--- src/rtl/player_mover.sv ---
// Player sprite position/colour owner: steps on direction buttons with auto-repeat, wraps at screen edges,
// honours per-rectangle block flags, and cycles colour on each btnC press.
module player_mover #(
  parameter int N_RECT       = 4,
  parameter int PW           = 12,
  parameter int PH           = 12,
  parameter int H_MAX        = 640,
  parameter int V_MAX        = 480,
  parameter int STEP         = 1,
  parameter int H_START      = 314,
  parameter int V_START      = 234,
  parameter int COLOR_INIT   = 0,
  parameter int REPEAT_DELAY = 8,
  parameter int REPEAT_RATE  = 4
) (
  input  logic              btnClk,
  input  logic              rst,
  input  logic [3:0]        btns,
  input  logic              btnC,
  input  logic [N_RECT-1:0] up_blk,
  input  logic [N_RECT-1:0] down_blk,
  input  logic [N_RECT-1:0] left_blk,
  input  logic [N_RECT-1:0] right_blk,
  output logic [9:0]        player_hPos,
  output logic [9:0]        player_vPos,
  output logic [3:0]        player_color,
  output logic              moving,
  output logic [3:0]        dir_o
);

  typedef enum logic [1:0] {IDLE, DELAY, REPEAT} state_t;

  localparam int CNT_W = 8;
  localparam logic [CNT_W-1:0] DLY_LAST = CNT_W'(REPEAT_DELAY - 1);
  localparam logic [CNT_W-1:0] RPT_LAST = CNT_W'(REPEAT_RATE - 1);
  localparam logic [10:0]      STEP_W   = 11'(STEP);
  localparam logic [10:0]      H_LIM    = 11'(H_MAX - PW);
  localparam logic [10:0]      V_LIM    = 11'(V_MAX - PH);

  state_t           state_q, state_d;
  logic [CNT_W-1:0] cnt_q, cnt_d, cnt_last;
  logic [3:0]       dir_q, dir_d;
  logic [9:0]       h_q, h_d, v_q, v_d;
  logic [3:0]       color_q, color_d;
  logic             btnC_q;
  logic             btns_vld;
  logic [3:0]       step_dir;
  logic [10:0]      h_ext, v_ext;

  always_ff @(posedge btnClk or posedge rst) begin
    if (rst) begin
      state_q <= IDLE;
      cnt_q   <= '0;
      dir_q   <= '0;
      h_q     <= 10'(H_START);
      v_q     <= 10'(V_START);
      color_q <= 4'(COLOR_INIT);
      btnC_q  <= 1'b0;
    end else begin
      state_q <= state_d;
      cnt_q   <= cnt_d;
      dir_q   <= dir_d;
      h_q     <= h_d;
      v_q     <= v_d;
      color_q <= color_d;
      btnC_q  <= btnC;
    end
  end

  always_comb begin
    state_d  = state_q;
    cnt_d    = cnt_q;
    dir_d    = dir_q;
    step_dir = 4'd0;
    btns_vld = (btns == 4'd8) || (btns == 4'd4) || (btns == 4'd2) || (btns == 4'd1);
    cnt_last = (state_q == DELAY) ? DLY_LAST : RPT_LAST;
    case (state_q)
      IDLE: begin
        if (btns_vld) begin
          step_dir = btns;
          dir_d    = btns;
          cnt_d    = '0;
          state_d  = DELAY;
        end
      end
      DELAY, REPEAT: begin
        if (!btns_vld) begin
          dir_d   = 4'd0;
          cnt_d   = '0;
          state_d = IDLE;
        end else if (btns != dir_q) begin
          // A new direction steps at once and restarts the initial delay.
          step_dir = btns;
          dir_d    = btns;
          cnt_d    = '0;
          state_d  = DELAY;
        end else if (cnt_q == cnt_last) begin
          step_dir = dir_q;
          cnt_d    = '0;
          state_d  = REPEAT;
        end else begin
          cnt_d = cnt_q + CNT_W'(1);
        end
      end
      default: state_d = IDLE;
    endcase
  end

  // Blocked steps leave position untouched but the repeat timing still runs.
  always_comb begin
    h_ext = {1'b0, h_q};
    v_ext = {1'b0, v_q};
    h_d   = h_q;
    v_d   = v_q;
    case (step_dir)
      4'd8: if (!(|up_blk))
              v_d = (v_ext < STEP_W) ? 10'(V_LIM) : 10'(v_ext - STEP_W);
      4'd4: if (!(|down_blk))
              v_d = (v_ext + STEP_W > V_LIM) ? 10'd0 : 10'(v_ext + STEP_W);
      4'd1: if (!(|left_blk))
              h_d = (h_ext < STEP_W) ? 10'(H_LIM) : 10'(h_ext - STEP_W);
      4'd2: if (!(|right_blk))
              h_d = (h_ext + STEP_W > H_LIM) ? 10'd0 : 10'(h_ext + STEP_W);
      default: ;
    endcase
  end

  always_comb begin
    color_d = color_q;
    if (btnC && !btnC_q) color_d = color_q + 4'd1;
  end

  assign player_hPos  = h_q;
  assign player_vPos  = v_q;
  assign player_color = color_q;
  assign moving       = (state_q != IDLE);
  assign dir_o        = dir_q;

endmodule

--- config.mk ---
export PLATFORM = sky130hd
export DESIGN_NAME = player_mover
export DESIGN_NICKNAME = d
export VERILOG_FILES = /design/src/rtl/player_mover.sv
export SDC_FILE = /design/constraint.sdc
export NUM_CORES = 1
export LEC_CHECK = 0
export ABC_AREA = 1
export CAP_MARGIN = 20
export CORE_ASPECT_RATIO = 0.6
export CORE_MARGIN = 4
export CORE_UTILIZATION = 50
export DETAILED_ROUTE_END_ITERATION = 16
export PLACE_DENSITY = 0.78
export SLEW_MARGIN = 20
export SYNTH_ARGS = -nofsm -noshare
export SYNTH_HDL_FRONTEND = slang
export SYNTH_SLANG_ARGS = --single-unit
--- constraint.sdc ---
create_clock -name btnClk -period 2.02 [get_ports btnClk]
set_clock_uncertainty 0.2 [all_clocks]
set_input_delay 0.202 -clock btnClk [delete_from_list [all_inputs] [get_ports btnClk]]
set_output_delay 0.202 -clock btnClk [all_outputs]
set_load 0.1 [all_outputs]
run_1/cell_classes.png
Fill, decap, tap and diode cells in gray.
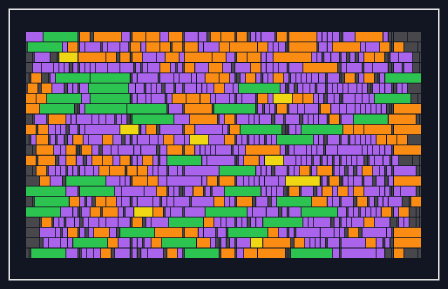
class	color	cells	share of their area
other buffers and delay cells	orange	159	29%
all other logic	purple	487	50%
clock drivers and dummy loads	yellow	8	2.1%
flops	green	39	19%
FP Rows: 22
Final Cell Area: 5690 um^2

run_1/met3.png
Bar = 20 um.
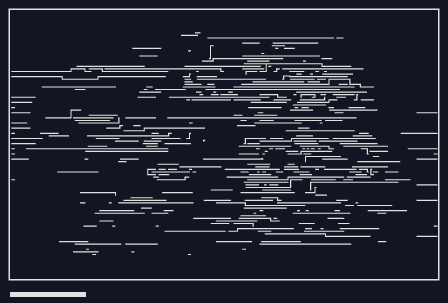
main direction	horizontal
nets with wire on the layer	201
wire length on this layer	2150 um
longest straight run	49.7 um
share of all routed wire	14%
final wirelength: 15600 um
met3 global-route usage: 0.0547
DR vias: 4902

==> impl_metrics.ini, run 1 <==
; flow metrics
[run_status]
outcome = finished, violations left
failed_checks = negative setup slack

[yosys]
synth_cell_type_count = 30
synthArstFlopShare = 1.00
top_cells_by_area = nand2_1, dfrtp_1, nand3_1
synthMostInstantiatedCell = nand2_1

[sta]
min_period_ns = 2.45
layout_setup_ws_ns = -0.429
setup_viol = 28

[final_layout]
drive_gt1_frac = 0.429
flop_area_um2 = 1050
comb_area_frac = 0.446
num-nonclk-inverters = 67
comb_area_um2 = 2540

[hold_path]
hold_depth = 3

[critical_path]
crit_arrival_ns = 2.49

[power]
switching_share = 0.568
clock_power_share = 0.068
ir_drop_uv = 1470
power_frac_seq = 0.157

[placed_design]
dp_hpwl_um = 8150
gp_congestion = 0.951

[routing]
route.detailed.drc = 0
wl_met3_um = 2150

[flow_run]
warnings = 33

[grt]
grt_pass1_vias = 4055
grt_max_degree = 40

[cts]
cts_setup_buffers = 8
run_1/port_nets.png
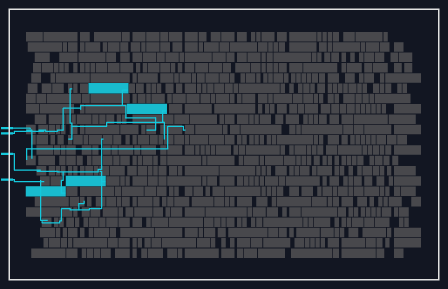
port	color	direction	end cells	buffers	wire
dir_o	cyan	output	4	7	278 um
port bufs: 51
num ports: 52

run_1/met2.png
Cells faint in the background.
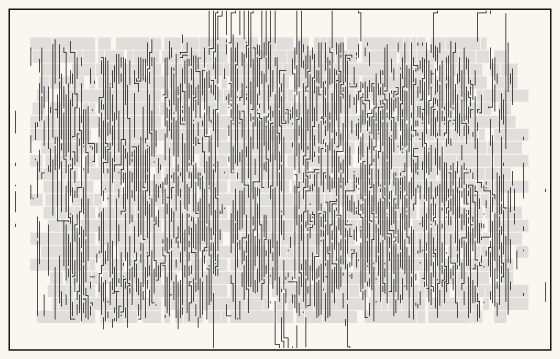
main direction	vertical
nets with wire on the layer	656
longest straight run	31.3 um
wire length on this layer	6820 um
share of all routed wire	44%

## run 1: path summary, 6_finish.rpt
check | endpoint | slack [ns]
worst max-delay path | player_hPos[1] | -0.43
worst min-delay path | dir_o[0] | 0.11
worst max register to register | player_hPos[1] | -0.43
worst min register to register | player_color[3] | 0.28
max in group asynchronous | dir_o[3] | 1.06
min in group asynchronous | state_q[0] | 0.14
## run 1: through the flow
stage	power [mW]	cell area [um^2]
global placement	7.58	4830
floorplan	5.55	3450
detailed placement	7.75	4830
finish	10.1	5690
CTS	8.80	5190
global route	10.5	5690
## run 1: power groups by stage
stage	sequential, mW	combinational (mW)	clock (mW)
after global routing	1.61	8.17	0.716
final	1.59	7.85	0.688
after global placement	1.51	6.07	0
after CTS	1.53	6.61	0.668
after detailed placement	1.53	6.22	0
after floorplan	3.05	2.50	0
run_1/final_placement.png
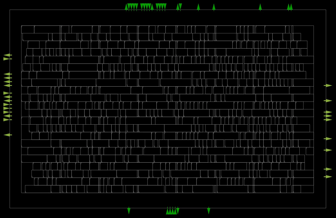

## Run 2: what changed since run 1
--- a/config.mk
+++ b/config.mk
@@ -9,9 +9,8 @@
 export CAP_MARGIN = 20
 export CORE_ASPECT_RATIO = 0.6
 export CORE_MARGIN = 4
-export CORE_UTILIZATION = 50
+export CORE_UTILIZATION = 40
 export DETAILED_ROUTE_END_ITERATION = 16
-export PLACE_DENSITY = 0.78
 export SLEW_MARGIN = 20
 export SYNTH_ARGS = -nofsm -noshare
 export SYNTH_HDL_FRONTEND = slang
run_2/final_placement.png
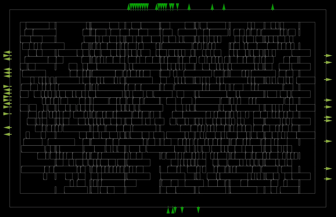
flop share of the area: 0.189
non-filler cells, final: 796
Final Util: 0.704

run_2/met3.png
Bar = 50 um.
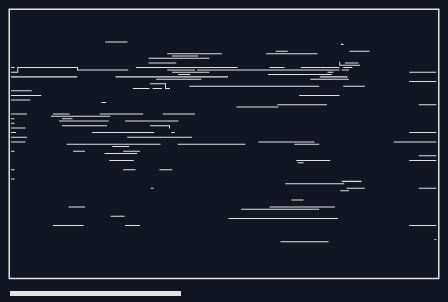
longest straight run	41.4 um
nets with wire on the layer	87
main direction	horizontal
met3 global-route usage: 0.0428
final wirelength: 11300 um
DR vias: 4103

==> run 2 against run 1 <==
Compared with the run above: the flow still finishes with violations (negative setup slack); final area is 1.6% lower; critical path type unchanged; critical path depth is 1 higher; die area is 23% higher; critical endpoint is now player_hPos[6]; synthesized area stayed put; fmax is 10% higher.
==> impl_metrics.ini, run 2 <==
; flow metrics
[run_status]
outcome = finished, violations left
failed_checks = negative setup slack

[critical_path]
endpoint = player_hPos[6]
r2r_cells = 14
r2r_slack_ns = -0.20
critical_path_class = reg2reg
crit_arrival_ns = 2.19

[final_layout]
design_area_um2 = 5600
comb_area_um2 = 2470
flop_area_um2 = 1050
num-nonclk-inverters = 67
drive_gt1_frac = 0.411

[sta]
layout_setup_ws_ns = -0.202
min_period_ns = 2.22
setup_viol = 20

[power]
power_leader = combinational cells
clock_power_share = 0.082
powerSeq_mw = 1.56
power_frac_seq = 0.165
ir_drop_uv = 1320
comb_cell_power_mw = 7.09
power_mw = 9.42
power_clock_uw = 775
leakagePower_nw = 2.78

[yosys]
synth_cell_type_count = 30
synthMostInstantiatedCell = nand2_1
ys_sh_mux = 0.00341
syn-num-nets = 568
top_cells_by_area = nand2_1, dfrtp_1, nand3_1
synthArstFlopShare = 1.00

[cts]
cts_setup_buffers = 13

[flow_run]
warnings = 33

[grt]
grt_max_degree = 40
grt_pass1_vias = 3794

[placed_design]
gp_congestion = 0.917
port_buffers = 51
dp_hpwl_um = 8020

[floorplanning]
die-area_um2 = 9830
num_rows = 25

[routing]
route.detailed.drc = 0
-- run 2: netlist changes by cell type in the layout (fill, tap and decap cells not counted), moves of 3 or more --
cell            change
o21ai_2             -8
clkbuf_8            -6
o21ai_1             +6
a21oi_1             +4
a21oi_2             -4
dlygate4sd2_1       +3
dlymetal6s2s_1      -3
nor2_1              -3
-- run 2: worst max-delay path, stage by stage, from the launching register on --
cell,delay [ns]
dfstp_4,0.67
ha_4,0.17
nand2_4,0.08
nor2_4,0.15
nor2_1,0.05
nor2_1,0.12
nand2_1,0.07
inv_1,0.07
nand2_2,0.07
nand2_2,0.09
nand2_4,0.11
nand3_1,0.09
o21ai_1,0.07
nand2_1,0.06
nand2_1,0.04
## Run 3: what changed since run 2
--- a/config.mk
+++ b/config.mk
@@ -10,7 +10,9 @@
 export CORE_ASPECT_RATIO = 0.6
 export CORE_MARGIN = 4
 export CORE_UTILIZATION = 40
+export CTS_CLUSTER_DIAMETER = 100
 export DETAILED_ROUTE_END_ITERATION = 16
+export HOLD_SLACK_MARGIN = 0.02
 export SLEW_MARGIN = 20
 export SYNTH_ARGS = -nofsm -noshare
 export SYNTH_HDL_FRONTEND = slang
run_3/met3.png
Bar = 50 um.
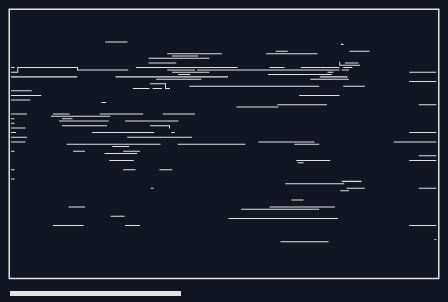
longest straight run	41.4 um
wire length on this layer	932 um
main direction	horizontal
nets with wire on the layer	87

run_3/final_placement.png
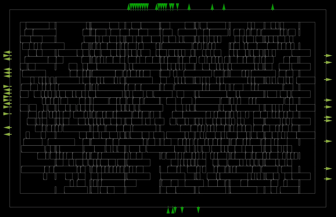
Seq cells: 39
FP Rows: 25
# fillers: 647
Core Box Area: 7950 um^2
Well Taps: 108

==> run 3 against run 2 <==
Compared with the run above: the flow still finishes with violations (negative setup slack); flip-flop count unchanged; global-route usage unchanged; register-to-register slack is essentially flat; synthesized area unchanged; critical path depth unchanged; critical path type unchanged; largest power group unchanged; highest routed layer unchanged.
==> impl_metrics.ini, run 3 <==
; flow metrics
[final_layout]
fin_util = 0.704
comb_area_frac = 0.441
flop_area_um2 = 1050
comb_area_um2 = 2470

[placed_design]
dpl_cell_area_um2 = 4820
port_buffers = 51
gp_congestion = 0.917
dp_hpwl_um = 8020

[grt]
grt_pass1_vias = 3794

[floorplanning]
die-area_um2 = 9830
ios = 52

[power]
switching_share = 0.540
powerSeq_mw = 1.56
comb_cell_power_mw = 7.09

[routing]
routed_wl_um = 11300
vias = 4103

[run_status]
failed_checks = negative setup slack
outcome = finished, violations left

[critical_path]
timing.rr.end = player_hPos[6]
r2r_cells = 14
crit_arrival_ns = 2.19
critical_path.max_stage_delay_ns = 0.67
crit_top_cell = nand2_1

[sta]
setup_viol = 20
layout_setup_ws_ns = -0.202

[yosys]
ys_sh_mux = 0.00341
synthArstFlopShare = 1.00
-- run 3: cell counts after synthesis --
No cell type changed its count.
-- run 3: how the worst min path moves through the flow --
| stage | startpoint | endpoint | slack (ns) | depth (start not counted) |
|---|---|---|---|---|
| 2_1_floorplan | btnC | btnC_q | 0.03 | 0 |
| 5_1_grt | btnC | btnC_q | 0.21 | 1 |
| 6_report | rst | player_hPos[0] | 0.16 | 3 |
| 3_5_place_dp | player_color[3] | player_color[3] | 0.27 | 1 |
| 4_1_cts | rst | player_vPos[0] | 0.18 | 3 |
| 3_3_place_gp | player_color[3] | player_color[3] | 0.27 | 1 |
-- run 3: timing repair --
action / 4_1_cts / 5_1_grt
cloned: 1 / 0
pin swaps: 35 / 36
endpoints found under the setup margin: 28 / 34
setup buffers: 13 / 12
hold endpoints to repair: 0 / 0
resized: 81 / 50
No activity file was given, so power comes from the tool's default toggle rates.
